**src/rtl/cnn_pkg.sv**
```systemverilog
`default_nettype none
// +----------------------------------------------------------------------------+
// | Module   : cnn_pkg                                                         |
// | Purpose  : Shared types and helpers for the convolution MAC stream:        |
// |            activation-mode enum, accumulator width function and a          |
// |            generic sign-extension helper.                                  |
// | Revision : 1.0 - initial release                                           |
// +----------------------------------------------------------------------------+
package cnn_pkg;

  typedef enum logic [1:0] {
    ACT_RELU   = 2'd0,
    ACT_SIGNUM = 2'd1,
    ACT_CLIP   = 2'd2,
    ACT_RSVD   = 2'd3
  } act_mode_e;

  // Product width, plus growth for KERNEL_SIZE*IN_CH terms, plus one sign
  // bit of headroom for the bias.
  function automatic int acc_width(input int dw, input int kw, input int ks, input int ic);
    return dw + kw + 1 + $clog2(ks * ic) + 1;
  endfunction

  // Sign-extend the low 'width' bits of val to 64 bits.
  function automatic logic [63:0] sign_extend(input logic [63:0] val, input int width);
    return $signed(val << (64 - width)) >>> (64 - width);
  endfunction

endpackage
`default_nettype wire

```
**src/rtl/conv_act_sat.sv**
```systemverilog
`default_nettype none
// +----------------------------------------------------------------------------+
// | Module   : conv_act_sat                                                    |
// | Purpose  : Combinational fixed-point rescale, activation, clip and         |
// |            saturation of one accumulated output pixel.                     |
// | Ports    : acc     in  signed accumulator value (Q.(KDATA_WIDTH-1))        |
// |            mode    in  activation mode                                     |
// |            feature out activated pixel                                     |
// |            sat     out pixel was clipped at the top of the output range    |
// | Revision : 1.0 - initial release                                           |
// +----------------------------------------------------------------------------+
module conv_act_sat
  import cnn_pkg::*;
#(
  parameter int ACC_W       = 24,
  parameter int DATA_WIDTH  = 8,
  parameter int KDATA_WIDTH = 8,
  parameter int CLIP_MAX    = 6
) (
  input  logic signed [ACC_W-1:0]      acc,
  input  act_mode_e                    mode,
  output logic        [DATA_WIDTH-1:0] feature,
  output logic                         sat
);

  localparam logic signed [ACC_W-1:0] c_pix_max  = ACC_W'((1 << DATA_WIDTH) - 1);
  localparam logic signed [ACC_W-1:0] c_clip_max = ACC_W'(CLIP_MAX);

  // Drop the kernel's fractional bits; arithmetic shift rounds toward -inf.
  logic signed [ACC_W-1:0] w_v;
  logic                    w_neg;

  assign w_v   = acc >>> (KDATA_WIDTH - 1);
  assign w_neg = w_v[ACC_W-1];

  always_comb begin
    feature = '0;
    sat     = 1'b0;
    case (mode)
      ACT_RELU: begin
        if (w_neg) begin
          feature = '0;
        end else if (w_v > c_pix_max) begin
          feature = '1;
          sat     = 1'b1;
        end else begin
          feature = w_v[DATA_WIDTH-1:0];
        end
      end
      ACT_SIGNUM: begin
        feature = w_neg ? '0 : '1;
      end
      ACT_CLIP: begin
        if (w_neg) begin
          feature = '0;
        end else if (w_v > c_clip_max) begin
          feature = c_clip_max[DATA_WIDTH-1:0];
        end else begin
          feature = w_v[DATA_WIDTH-1:0];
        end
      end
      default: begin
        feature = '0;
      end
    endcase
  end

endmodule
`default_nettype wire

```
**src/rtl/conv_mac_stream.sv**
```systemverilog
`default_nettype none
// +----------------------------------------------------------------------------+
// | Module   : conv_mac_stream                                                 |
// | Purpose  : Multi-channel streaming convolution MAC. Each accepted beat     |
// |            carries one channel's window and kernel; IN_CH beats are        |
// |            accumulated with a bias into one activated output pixel.        |
// | Ports    : clk, rst (async, active-low)                                    |
// |            in_valid/in_ready     input beat handshake                      |
// |            image, kernel         window pixels and signed weights          |
// |            bias, act_mode        sampled on the first beat of a pixel      |
// |            out_valid/out_ready   output pixel handshake                    |
// |            feature, out_sat      activated pixel and saturation flag       |
// | Revision : 1.0 - initial release                                           |
// +----------------------------------------------------------------------------+
module conv_mac_stream
  import cnn_pkg::*;
#(
  parameter int KERNEL_SIZE = 9,
  parameter int IN_CH       = 4,
  parameter int DATA_WIDTH  = 8,
  parameter int KDATA_WIDTH = 8,
  parameter int BIAS_WIDTH  = 16,
  parameter int CLIP_MAX    = 6
) (
  input  logic                                    clk,
  input  logic                                    rst,
  input  logic                                    in_valid,
  output logic                                    in_ready,
  input  logic [KERNEL_SIZE-1:0][DATA_WIDTH-1:0]  image,
  input  logic [KERNEL_SIZE-1:0][KDATA_WIDTH-1:0] kernel,
  input  logic signed [BIAS_WIDTH-1:0]            bias,
  input  logic [1:0]                              act_mode,
  output logic                                    out_valid,
  input  logic                                    out_ready,
  output logic [DATA_WIDTH-1:0]                   feature,
  output logic                                    out_sat
);

  localparam int c_prod_w = DATA_WIDTH + KDATA_WIDTH + 1;
  localparam int c_acc_w  = acc_width(DATA_WIDTH, KDATA_WIDTH, KERNEL_SIZE, IN_CH);
  localparam int c_cnt_w  = (IN_CH > 1) ? $clog2(IN_CH) : 1;
  localparam logic [c_cnt_w-1:0] c_last_ch = c_cnt_w'(IN_CH - 1);

  logic                        w_stall;
  logic                        w_first;
  logic                        w_last;
  logic [c_cnt_w-1:0]          r_ch_cnt;

  // Stage 1: per-tap products
  logic signed [c_prod_w-1:0]  r_prod [KERNEL_SIZE];
  logic                        r_s1_valid;
  logic                        r_s1_first;
  logic                        r_s1_last;
  logic signed [BIAS_WIDTH-1:0] r_s1_bias;
  act_mode_e                   r_s1_mode;

  // Stage 2: registered tap sum
  logic signed [c_acc_w-1:0]   w_sum;
  logic signed [c_acc_w-1:0]   r_s2_sum;
  logic                        r_s2_valid;
  logic                        r_s2_first;
  logic                        r_s2_last;
  logic signed [BIAS_WIDTH-1:0] r_s2_bias;
  act_mode_e                   r_s2_mode;

  // Stage 3: accumulate and activate
  logic signed [c_acc_w-1:0]   r_acc;
  logic signed [c_acc_w-1:0]   w_bias_ext;
  logic signed [c_acc_w-1:0]   w_acc_next;
  logic [DATA_WIDTH-1:0]       w_act_feature;
  logic                        w_act_sat;

  // The whole pipe freezes while a result waits, so no beat can be lost
  // and no skid buffer is needed.
  assign w_stall  = out_valid & ~out_ready;
  assign in_ready = ~w_stall;
  assign w_first  = (r_ch_cnt == '0);
  assign w_last   = (r_ch_cnt == c_last_ch);

  always_ff @(posedge clk or negedge rst) begin
    if (!rst) begin
      r_ch_cnt   <= '0;
      r_s1_valid <= 1'b0;
      r_s1_first <= 1'b0;
      r_s1_last  <= 1'b0;
      r_s1_bias  <= '0;
      r_s1_mode  <= ACT_RELU;
      for (int i = 0; i < KERNEL_SIZE; i++) begin
        r_prod[i] <= '0;
      end
    end else if (!w_stall) begin
      r_s1_valid <= in_valid;
      if (in_valid) begin
        r_s1_first <= w_first;
        r_s1_last  <= w_last;
        r_ch_cnt   <= w_last ? '0 : r_ch_cnt + 1'b1;
        // Bias and mode are held from the first beat so the last beat of
        // the same pixel still sees them when it reaches the activation.
        if (w_first) begin
          r_s1_bias <= bias;
          r_s1_mode <= act_mode_e'(act_mode);
        end
        for (int i = 0; i < KERNEL_SIZE; i++) begin
          r_prod[i] <= c_prod_w'($signed({1'b0, image[i]})) * c_prod_w'($signed(kernel[i]));
        end
      end
    end
  end

  always_comb begin
    w_sum = '0;
    for (int i = 0; i < KERNEL_SIZE; i++) begin
      w_sum = w_sum + {{(c_acc_w - c_prod_w){r_prod[i][c_prod_w-1]}}, r_prod[i]};
    end
  end

  // The tap sum is registered ahead of the accumulator, which keeps the
  // adder and activation paths apart: last beat accepted at edge t gives
  // out_valid at edge t+2.
  always_ff @(posedge clk or negedge rst) begin
    if (!rst) begin
      r_s2_valid <= 1'b0;
      r_s2_sum   <= '0;
      r_s2_first <= 1'b0;
      r_s2_last  <= 1'b0;
      r_s2_bias  <= '0;
      r_s2_mode  <= ACT_RELU;
    end else if (!w_stall) begin
      r_s2_valid <= r_s1_valid;
      if (r_s1_valid) begin
        r_s2_sum   <= w_sum;
        r_s2_first <= r_s1_first;
        r_s2_last  <= r_s1_last;
        r_s2_bias  <= r_s1_bias;
        r_s2_mode  <= r_s1_mode;
      end
    end
  end

  assign w_bias_ext = c_acc_w'(sign_extend(64'(r_s2_bias), BIAS_WIDTH));
  assign w_acc_next = (r_s2_first ? w_bias_ext : r_acc) + r_s2_sum;

  conv_act_sat #(
    .ACC_W       (c_acc_w),
    .DATA_WIDTH  (DATA_WIDTH),
    .KDATA_WIDTH (KDATA_WIDTH),
    .CLIP_MAX    (CLIP_MAX)
  ) u_act (
    .acc     (w_acc_next),
    .mode    (r_s2_mode),
    .feature (w_act_feature),
    .sat     (w_act_sat)
  );

  always_ff @(posedge clk or negedge rst) begin
    if (!rst) begin
      r_acc     <= '0;
      out_valid <= 1'b0;
      feature   <= '0;
      out_sat   <= 1'b0;
    end else if (!w_stall) begin
      if (r_s2_valid) begin
        r_acc <= w_acc_next;
      end
      // Not stalled means any pending result is being taken this edge, so
      // out_valid only survives if a new pixel completes right now.
      if (r_s2_valid && r_s2_last) begin
        out_valid <= 1'b1;
        feature   <= w_act_feature;
        out_sat   <= w_act_sat;
      end else begin
        out_valid <= 1'b0;
      end
    end
  end

endmodule
`default_nettype wire

```
**config.mk**
```make
export PLATFORM = sky130hd
export DESIGN_NAME = conv_mac_stream
export DESIGN_NICKNAME = d
export VERILOG_FILES = /design/src/rtl/cnn_pkg.sv /design/src/rtl/conv_act_sat.sv /design/src/rtl/conv_mac_stream.sv
export SDC_FILE = /design/constraint.sdc
export NUM_CORES = 2
export LEC_CHECK = 0
export CORE_MARGIN = 2
export CORE_UTILIZATION = 63
export CTS_CLUSTER_SIZE = 28
export DETAILED_ROUTE_END_ITERATION = 8
export PLACE_DENSITY = 0.83
export SYNTH_ARGS = -nofsm -noshare
export SYNTH_HDL_FRONTEND = slang
export SYNTH_SLANG_ARGS = --single-unit
```
**constraint.sdc**
```tcl
create_clock -name clk -period 6.5 [get_ports clk]
set_input_delay 1.3 -clock clk [delete_from_list [all_inputs] [get_ports clk]]
set_output_delay 1.3 -clock clk [all_outputs]
set_load 0.05 [all_outputs]
```
==> images/placement_by_type.png <==
Scale bar: 50 um. Fill, decap, tap and diode cells in gray.
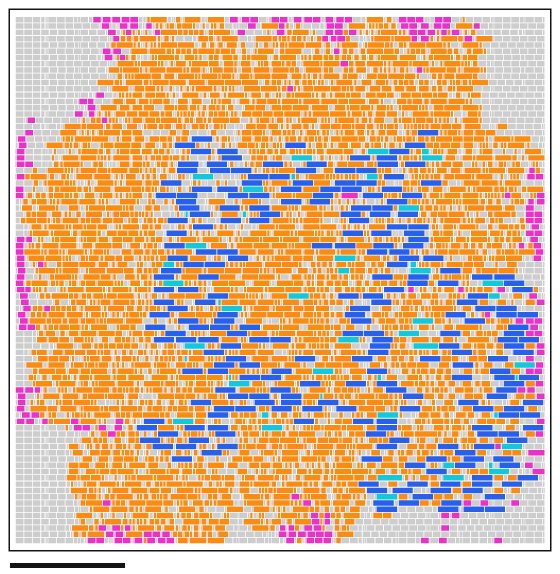
color	class	cells	share of their area
blue	flops	255	18%
orange	combinational and other logic	3221	74%
magenta	other buffers and delay cells	214	5.8%
cyan	clock drivers and dummy loads	48	2.4%

==> images/flops_by_reg.png <==
Scale bar: 50 um. Other sequential cells in the stronger gray, the rest of the logic in the fainter gray.
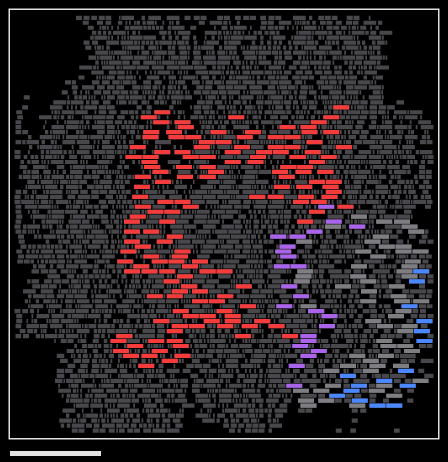
color	netlist name	sequential cells
purple	r_s2_sum	24
red	r_prod	153
blue	r_s1_bias	16
final core utilization: 70.5%
sequential share of cell area: 17.3%

==> results.txt <==
Max-cap violations = 0
Peak Freq = 171 MHz
# resized after CTS = 0
Non-clock buffer share = 5.62%
crit share post-route = 89.8%
CTS tree = built
outcome = finished, final reports clean
multi-input gate area in the final layout = 24400 um^2
Inverters = 647
Signal buffers = 214
Worst-Margin Slew = 1050 ps
clk sinks = 255
Final Setup Violations = 0
flop count = 255
Area leader share = 27.4%
Post-Syn Instances = 3527
cell total in the yosys stat output = 3527
num rows = 84
antenna cell count = 0
CP required = 6870 ps
Top Family by Delay on Critical Path = adder cells
HP Class = flip-flop to flip-flop
Tapcells = 688
Post-CTS Hold Buffers = 0
Top Layout Cells = inv_1 (647), nand2_1 (484), fa_1 (456)
die width = 234 um
Synth async-reset ratio = 100%
nets = 4775
initial antenna violation count = 3
grt ovf = 0
end of the worst register-to-register path = r_s2_sum[23]
RSZ-0062 raised after global routing = no
Routability Congestion = 0.932
Fin. Hold Viols = 0
Hold Path Sink = r_s1_last
clk_skew = 12.7 ps
IO Count = 177
TritonCTS buffer count = 27
setup TNS = 0 ps
final std cells w/o fill = 4426
area grow syn2layout = 10.9%
Filler Cells Inserted = 3882
Tmin final = 5840 ps
DRT Pass-1 Iters = 6
Post-DP HPWL = 59.8 mm
Vias/cell = 5.46
Synth Cell Area = 33400 um^2
vias in the first global route = 25010
Worst path depth = 19
Starting DRT DRC Count = 1218
clock transition at the registers of the reported paths = 60 ps
placed cells = 4378
cell type taking the most area = combinational gates
Post-Syn Nets = 4583
min-delay src = r_s1_last
WS Path Type = primary input to flip-flop
Reg2Reg Launch Point = r_prod[104]
Commonest flop = dfrtp_1
Post-synth area hogs = fa_1 (27%), dfrtp_1 (19%), ha_1 (16%)
slowest CP cell = clkdlybuf4s50_1
Post-CTS Setup Inserts = 0
post-synthesis area per instance = 9.46 um^2
clock buffers = 38
Yosys top cell by instances = inv_1
CTS H-tree lvls = 1
path depth of the worst reg2reg path = 17
Synth area leader = fa_1
Seq/Total Area, Yosys = 19.1%
Crit. End Element = flip-flop
Comb gates = 2574
Critical Path Source Type = primary input
flop-to-flop setup slack = 850 ps
Max-slew headroom = 30.1%
Storage cell area = 6380 um^2
Chip Area, Yosys = 33400 um^2
top cells by count = inv_1 (647), nand2_1 (486), fa_1 (456), ha_1 (434), and2_1 (328)
Hold Path Cell Cnt = 2
share of cells above drive strength 1 = 5.06%
max incr delay on CP = 530 ps
Die H = 234 um
CP arrival = 6210 ps
Die Size = 54800 um^2
number of remaining DRC errors = 0
Root Driver = clkbuf_16
Commonest Layout Cell = inv_1
first-pass GRT wire length = 122 mm
Critical Path Sink = r_prod[67]
==> images/cell_density.png <==
23 x 23 tiles, from black (low) to pale yellow (high), 0 to 100% covered.
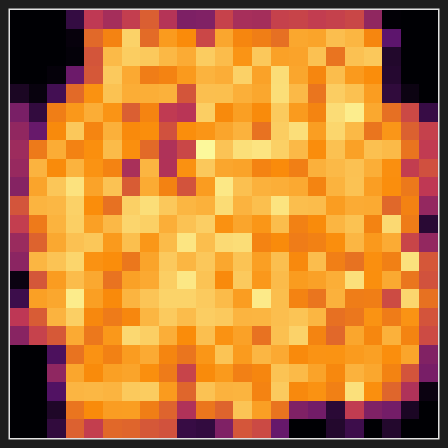
nearly empty tiles	7.6%
fullest tile	99%
tiles over 75% full	53%
densest ninth of the die	center
fp_density: 63.6%
total core area: 52400 um^2

==> images/wires.png <==
Scale bar: 50 um. Only two layers are drawn.
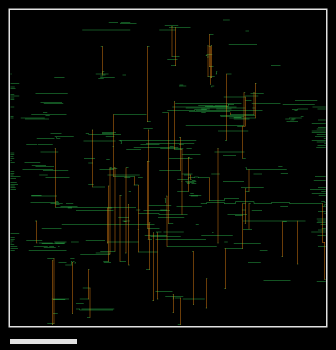
color	layer	wire length
green	metal 3	3380 um
orange	metal 4	2080 um
routed wire length: 72.2 mm
GRT Total Usage: 27.6%
Via Count: 24167
DR WL/cell: 16.3 um

==> per-layer routing <==
| metal | up-vias | GRT usage [%] | share of wire, % | wire (um) |
|---|---|---|---|---|
| li1 | 11522 | - | - | - |
| met1 | 11911 | 37.9 | 43 | 31200 |
| met2 | 605 | 47.3 | 49 | 35500 |
| met3 | 127 | 2.74 | 4.7 | 3380 |
| met4 | 2 | 7.08 | 2.9 | 2080 |
| met5 | - | 0 | 0.025 | 18 |
==> cell families after synthesis <==
group                      Yosys count  share of synthesized area [%]
xor gates and xnor gates           119                           3.12
adders and majority gates          890                           43.6
buffers and inverters              698                           7.89
and+or+nand+nor                   1067                           15.7
DFF                                255                           19.1
AOI/OAI and AO/OA                  425                           8.06
muxes                               73                           2.46
==> per-stage QoR <==
stage          hold slack [ps]  setup slack, ps  instance area, um^2  util (%)
2_1_floorplan              442             1200                33400         -
3_3_place_gp               456              298                36100      68.8
3_5_place_dp               465              129                36100      68.8
4_1_cts                    479              662                37000      70.5
5_1_grt                    515              160                37000      70.5
6_report                   477              663                37000      70.5
==> registers in the layout, summed over array words and instances, names as in the netlist <==
register and cells:
r_prod 153, r_acc 24, r_s2_sum 24, r_s1_bias 16
r_s2_bias 16, feature 8, r_ch_cnt 2, r_s1_mode 2
r_s2_mode 2, out_sat 1, out_valid 1, r_s1_first 1
r_s1_last 1, r_s1_valid 1, r_s2_first 1, r_s2_last 1
r_s2_valid 1
